===== src/rtl/lbm_step_sequencer.sv =====
// Lattice-Boltzmann time-step sequencer: raster-walks a GRID_W x GRID_H lattice (collide, then stream) for MAX_TIME steps.
// Optional macro LBM_SEQ_PAUSE_EN adds an i_pause input that holds off node issue between transfers.
module lbm_step_sequencer #(
  parameter int GRID_W   = 4,
  parameter int GRID_H   = 4,
  parameter int MAX_TIME = 8,
  localparam int XW = (GRID_W > 1) ? $clog2(GRID_W) : 1,
  localparam int YW = (GRID_H > 1) ? $clog2(GRID_H) : 1,
  localparam int TW = $clog2(MAX_TIME)
) (
  input  logic          i_clk,
  input  logic          i_rst,
  input  logic          i_start,
  input  logic          i_node_ack,
`ifdef LBM_SEQ_PAUSE_EN
  input  logic          i_pause,
`endif
  output logic          o_node_valid,
  output logic [XW-1:0] o_node_x,
  output logic [YW-1:0] o_node_y,
  output logic          o_phase,
  output logic          o_step_done,
  output logic [TW:0]   o_time_count,
  output logic          o_busy,
  output logic          o_done
);

  typedef enum logic [2:0] {
    S_IDLE     = 3'd0,
    S_COLLIDE  = 3'd1,
    S_STREAM   = 3'd2,
    S_STEP_END = 3'd3,
    S_DONE     = 3'd4
  } state_t;

  localparam logic [XW-1:0] X_LAST = XW'(GRID_W - 1);
  localparam logic [YW-1:0] Y_LAST = YW'(GRID_H - 1);
  localparam logic [TW:0]   T_MAX  = (TW+1)'(MAX_TIME);

  state_t          r_state;
  logic            r_valid;
  logic [XW-1:0]   r_x;
  logic [YW-1:0]   r_y;
  logic            r_phase;
  logic            r_step_done;
  logic [TW:0]     r_time;
  logic            r_busy;
  logic            r_done;

  logic            w_pause;
  logic            w_xfer;
  logic            w_x_last;
  logic            w_y_last;

`ifdef LBM_SEQ_PAUSE_EN
  assign w_pause = i_pause;
`else
  assign w_pause = 1'b0;
`endif

  // Ack is only meaningful while a node is offered.
  assign w_xfer   = r_valid & i_node_ack;
  assign w_x_last = (r_x == X_LAST);
  assign w_y_last = (r_y == Y_LAST);

  // Sequencer FSM with all outputs held in registers.
  always_ff @(posedge i_clk or posedge i_rst) begin
    if (i_rst) begin
      r_state     <= S_IDLE;
      r_valid     <= 1'b0;
      r_x         <= '0;
      r_y         <= '0;
      r_phase     <= 1'b0;
      r_step_done <= 1'b0;
      r_time      <= '0;
      r_busy      <= 1'b0;
      r_done      <= 1'b0;
    end else begin
      r_step_done <= 1'b0;
      case (r_state)
        S_IDLE, S_DONE: begin
          if (i_start) begin
            r_state <= S_COLLIDE;
            r_valid <= ~w_pause;
            r_x     <= '0;
            r_y     <= '0;
            r_phase <= 1'b0;
            r_time  <= '0;
            r_busy  <= 1'b1;
            r_done  <= 1'b0;
          end
        end
        S_COLLIDE, S_STREAM: begin
          if (w_xfer) begin
            if (!w_x_last) begin
              r_x     <= r_x + XW'(1);
              r_valid <= ~w_pause;
            end else if (!w_y_last) begin
              r_x     <= '0;
              r_y     <= r_y + YW'(1);
              r_valid <= ~w_pause;
            end else if (r_state == S_COLLIDE) begin
              // Last collide node: stream starts next cycle with no bubble.
              r_x     <= '0;
              r_y     <= '0;
              r_state <= S_STREAM;
              r_phase <= 1'b1;
              r_valid <= ~w_pause;
            end else begin
              r_x         <= '0;
              r_y         <= '0;
              r_state     <= S_STEP_END;
              r_phase     <= 1'b0;
              r_valid     <= 1'b0;
              r_step_done <= 1'b1;
              r_time      <= (r_time == T_MAX) ? r_time : r_time + (TW+1)'(1);
            end
          end else if (!r_valid) begin
            // A node already offered is never withdrawn; pause only gates a new offer.
            r_valid <= ~w_pause;
          end
        end
        S_STEP_END: begin
          if (r_time == T_MAX) begin
            r_state <= S_DONE;
            r_busy  <= 1'b0;
            r_done  <= 1'b1;
          end else begin
            r_state <= S_COLLIDE;
            r_phase <= 1'b0;
            r_valid <= ~w_pause;
          end
        end
        default: begin
          r_state <= S_IDLE;
          r_valid <= 1'b0;
          r_x     <= '0;
          r_y     <= '0;
          r_phase <= 1'b0;
          r_time  <= '0;
          r_busy  <= 1'b0;
          r_done  <= 1'b0;
        end
      endcase
    end
  end

  assign o_node_valid = r_valid;
  assign o_node_x     = r_x;
  assign o_node_y     = r_y;
  assign o_phase      = r_phase;
  assign o_step_done  = r_step_done;
  assign o_time_count = r_time;
  assign o_busy       = r_busy;
  assign o_done       = r_done;

endmodule


===== config.mk =====
export PLATFORM = sky130hd
export DESIGN_NAME = lbm_step_sequencer
export DESIGN_NICKNAME = d
export VERILOG_FILES = /design/src/rtl/lbm_step_sequencer.sv
export SDC_FILE = /design/constraint.sdc
export NUM_CORES = 1
export LEC_CHECK = 0
export CAP_MARGIN = 30
export CORE_MARGIN = 2
export CORE_UTILIZATION = 45
export CTS_CLUSTER_DIAMETER = 100
export DETAILED_ROUTE_END_ITERATION = 16
export HOLD_SLACK_MARGIN = 0.15
export MAX_ROUTING_LAYER = met4
export PLACE_DENSITY_LB_ADDON = 0.3
export RECOVER_POWER = 100
export REMOVE_ABC_BUFFERS = 1
export SYNTH_ARGS = -nofsm -noshare
export SYNTH_HDL_FRONTEND = slang
export SYNTH_SLANG_ARGS = --single-unit

===== constraint.sdc =====
create_clock -name i_clk -period 1.65 [get_ports i_clk]
set_input_delay 0.33 -clock i_clk [delete_from_list [all_inputs] [get_ports i_clk]]
set_output_delay 0.33 -clock i_clk [all_outputs]
set_load 0.02 [all_outputs]

Ports around the boundary:
Scale: 10 px per um. Pins as bars across the die edge, other pins in gray.
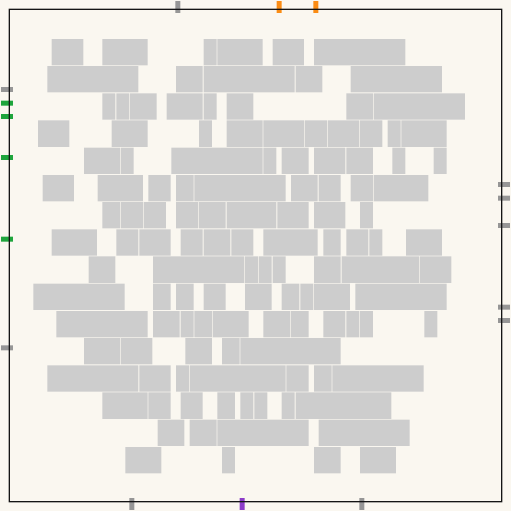
legend:
  green:
    port: `o_time_count`
    pins: 4
    direction: output
    edge: left
  purple:
    port: `o_done`
    pins: 1
    direction: output
    edge: bottom
  orange:
    port: `o_node_x`
    pins: 2
    direction: output
    edge: top
all pins by edge: 6 left, 5 right, 3 top, 3 bottom

Logic cells by family:
Scale: 10 px per um.
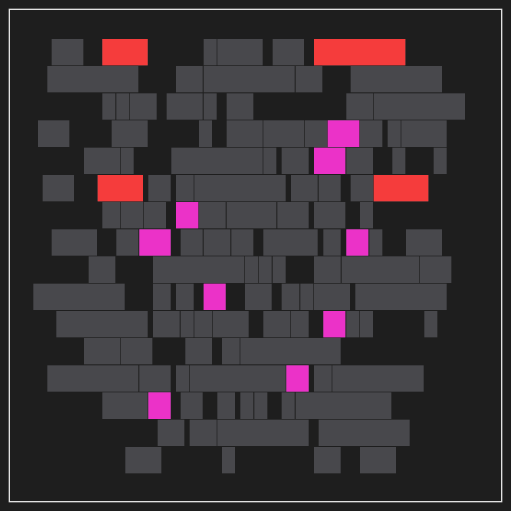
legend:
  red:
    family: adder and majority cells
    cells: 4
    most_used: ha_1
  magenta:
    family: AND and OR gates
    cells: 9
    most_used: or3_1

Placed standard cells:
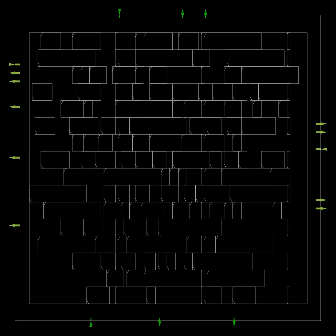
post-layout util: 0.6405
core area: 1942 sq um
FF+latch count: 16

[how the worst max path moves through the flow]
stage	from	endpoint	slack, ps	cells after the start
CTS	o_time_count[3]$_DFFE_PP0P_	o_time_count[3]	5	1
global route	o_node_y[0]$_DFFE_PP0P_	o_phase$_DFFE_PP0P_	-10	5
detailed placement	i_node_ack	o_phase$_DFFE_PP0P_	-210	5
floorplan	o_node_x[0]$_DFFE_PP0P_	o_phase$_DFFE_PP0P_	-60	5
global placement	i_node_ack	o_node_x[0]$_DFFE_PP0P_	-200	5
finish	o_time_count[0]$_DFFE_PP0P_	o_node_valid$_DFFE_PP0P_	60	6
==> metrics.yaml <==
final_layout:
  nNetsFinal: 132
  largest_class: "logic gates"
  layout_top_cells: "dfrtp_1, buf_4, inv_1, nand2_1"
  inverters_excl_clock: 9
  lay_top_count: "dfrtp_1"
  nClkBuffers: 4
  n_all_buffers: 29
  stdcell_count: 150
  clk_share: 0.02918
  comb-cell-share: 0.4054
  buffer_area_frac: 0.1871
  logic_area_sq_um: 504.2
  n_antenna_cell: 0
  seq_area_frac: 0.3239
  area_delta_synth_final_pct: 35.98
  post-route-cell-area_sq_um: 1244
  n_fill_cell: 173
  largest_register_ffs: 4
  final-seq-area_sq_um: 402.9
  drive_above_1_share: 0.2520
  comb.multi_input.count: 65
global_route:
  grt_util_met3: 0.03067
  track_usage: 0.1896
  grt_pass1_vias: 784
  grt_pass1_wl_mm: 3.401
  grt_max_degree: 13
  grt.busiest_layer: "met2"
  grt_use_met1: 0.2390
  grt_antenna_before_repair: 0
  grt-ovfl-total: 0
  met2_usage: 0.2973
run:
  drv_cap: 0
  warning_count: 27
floorplanning:
  io_pins: 17
  fp_util: 0.4710
  tapCellCount: 27
  fp.dieH_um: 49.09
  rows: 16
  dieArea_sq_um: 2409
  die-width_um: 49.09
power:
  cellLeakagePower_nw: 0.6043
  power_switching_uw: 654.1
  irDropWorstVdd_v: 0.0006664
  power_mw: 1.673
  p_seq_uw: 576
  seq_power_share: 0.344
  combPwrFrac: 0.499
  internal_power_mw: 1.019
  power-top-group: "combinational logic"
  p_clk_frac: 0.157
  sw_frac_of_total: 0.3909
  p_per_area_nw_per_um2: 1345
  p_comb_uw: 835
  p_clk_uw: 262
routing:
  wl_mm: 2.156
  wl_met3_um: 86
  vias_per_cell: 5.520
  wl_met1_um: 977
  ant_nets: 0
  dr_wl_met2_mm: 1.048
  num_vias: 828
  dr.pass1.iters: 4
  top_layer_used: "met4"
  wl_per_cell_um: 14.37
  dr.first_iter.drc_count: 35
  drc_errors: 0
worst_setup_path:
  r2r_end: "o_node_valid$_DFFE_PP0P_"
  arrival_ps: 1750
  worst-setup-path-type: "reg -> reg"
  crit_buf_inv: 1
  rrSetupSlack_ps: 60
  timing.rr.start: "o_time_count[0]$_DFFE_PP0P_"
  critPathMaxStageDelay_ps: 390
  path_cells: "inv_1, ha_1, and3b_1, nand2_1, o21ai_0, a22oi_1"
  crit_family: "AND-OR/OR-AND gates"
  endpoint_kind: "flop"
  r2r_cells: 6
  cp_data_required_time_ps: 1810
  cp_slowest_cell: "dfrtp_1"
  path_max_fanout: 4
  start_kind: "flop"
timing:
  hold_ws_ps: 380.0
  fin_ws_ps: 59.47
  clock_skew_ps: 2.608
  hold_viol: 0
  period_used_share: 0.9640
  finalSetupTns_ps: 0
  timing.fmax_mhz: 628.7
  max-slew-margin-rel: 0.7363
  rsz0062_at_grt: "true"
  min_period_ps: 1591
  finalMaxSlewViolations: 0
  setup_viol: 0
  tightest_slew_ps: 392.9
cts:
  cts_tree: "done"
  postCtsSetupBuffers: 0
  cts_resized: 6
  clk_latency_ps: 290
  clk_path_buf_depth: 2
  cts_htree_levels: 1
  cts_buffers: 3
  ctsHoldBuffers: 0
  cts_root_buf: "clkbuf_4"
  clock_sinks: 16
  clkTransAtPathRegs_ps: 90
yosys:
  ys_seq_share: 0.4378
  edf_count: 0
  synthCells: 93
  ys_ff: 16
  synth-main-ff-cell: "dfrtp_1"
  yosys.area.top_type_share: 0.4378
  ys_types: 37
  ys_sh_aoi: 0.2120
  synth_top_cell_by_area: "dfrtp_1"
  synth_top_cell_by_count: "dfrtp_1"
  ys_area_sq_um: 914.6
  yosys_cells: 93
  synth_area_per_cell_sq_um: 9.835
  async_flop_share: 1.000
  yosys.area_share.adder: 0.05472
  yosys-top-cells-count: "dfrtp_1, inv_1, nand2_1"
  synth_area_sq_um: 914.6
  ys_top_logic_family: "AND-OR/OR-AND gates"
  ys_sh_mux: 0.03420
  synth-simple-area-share: 0.1929
  topCellsByArea: "dfrtp_1, ha_1, inv_1"
  yosysWarnings: 0
  xor_share: 0.009576
place:
  post_dp_cell_area_sq_um: 1186
  dp_cells: 146
  post-dp-hpwl_mm: 1.543
  pre_cts_ws_ps: -214.7
  routabilityCongestion: 0.8333
  port_buffers: 16
run_status:
  status: "completed"
hold_path:
  hold_path_class: "in -> async"
No activity file was given, so power comes from the tool's default toggle rates.
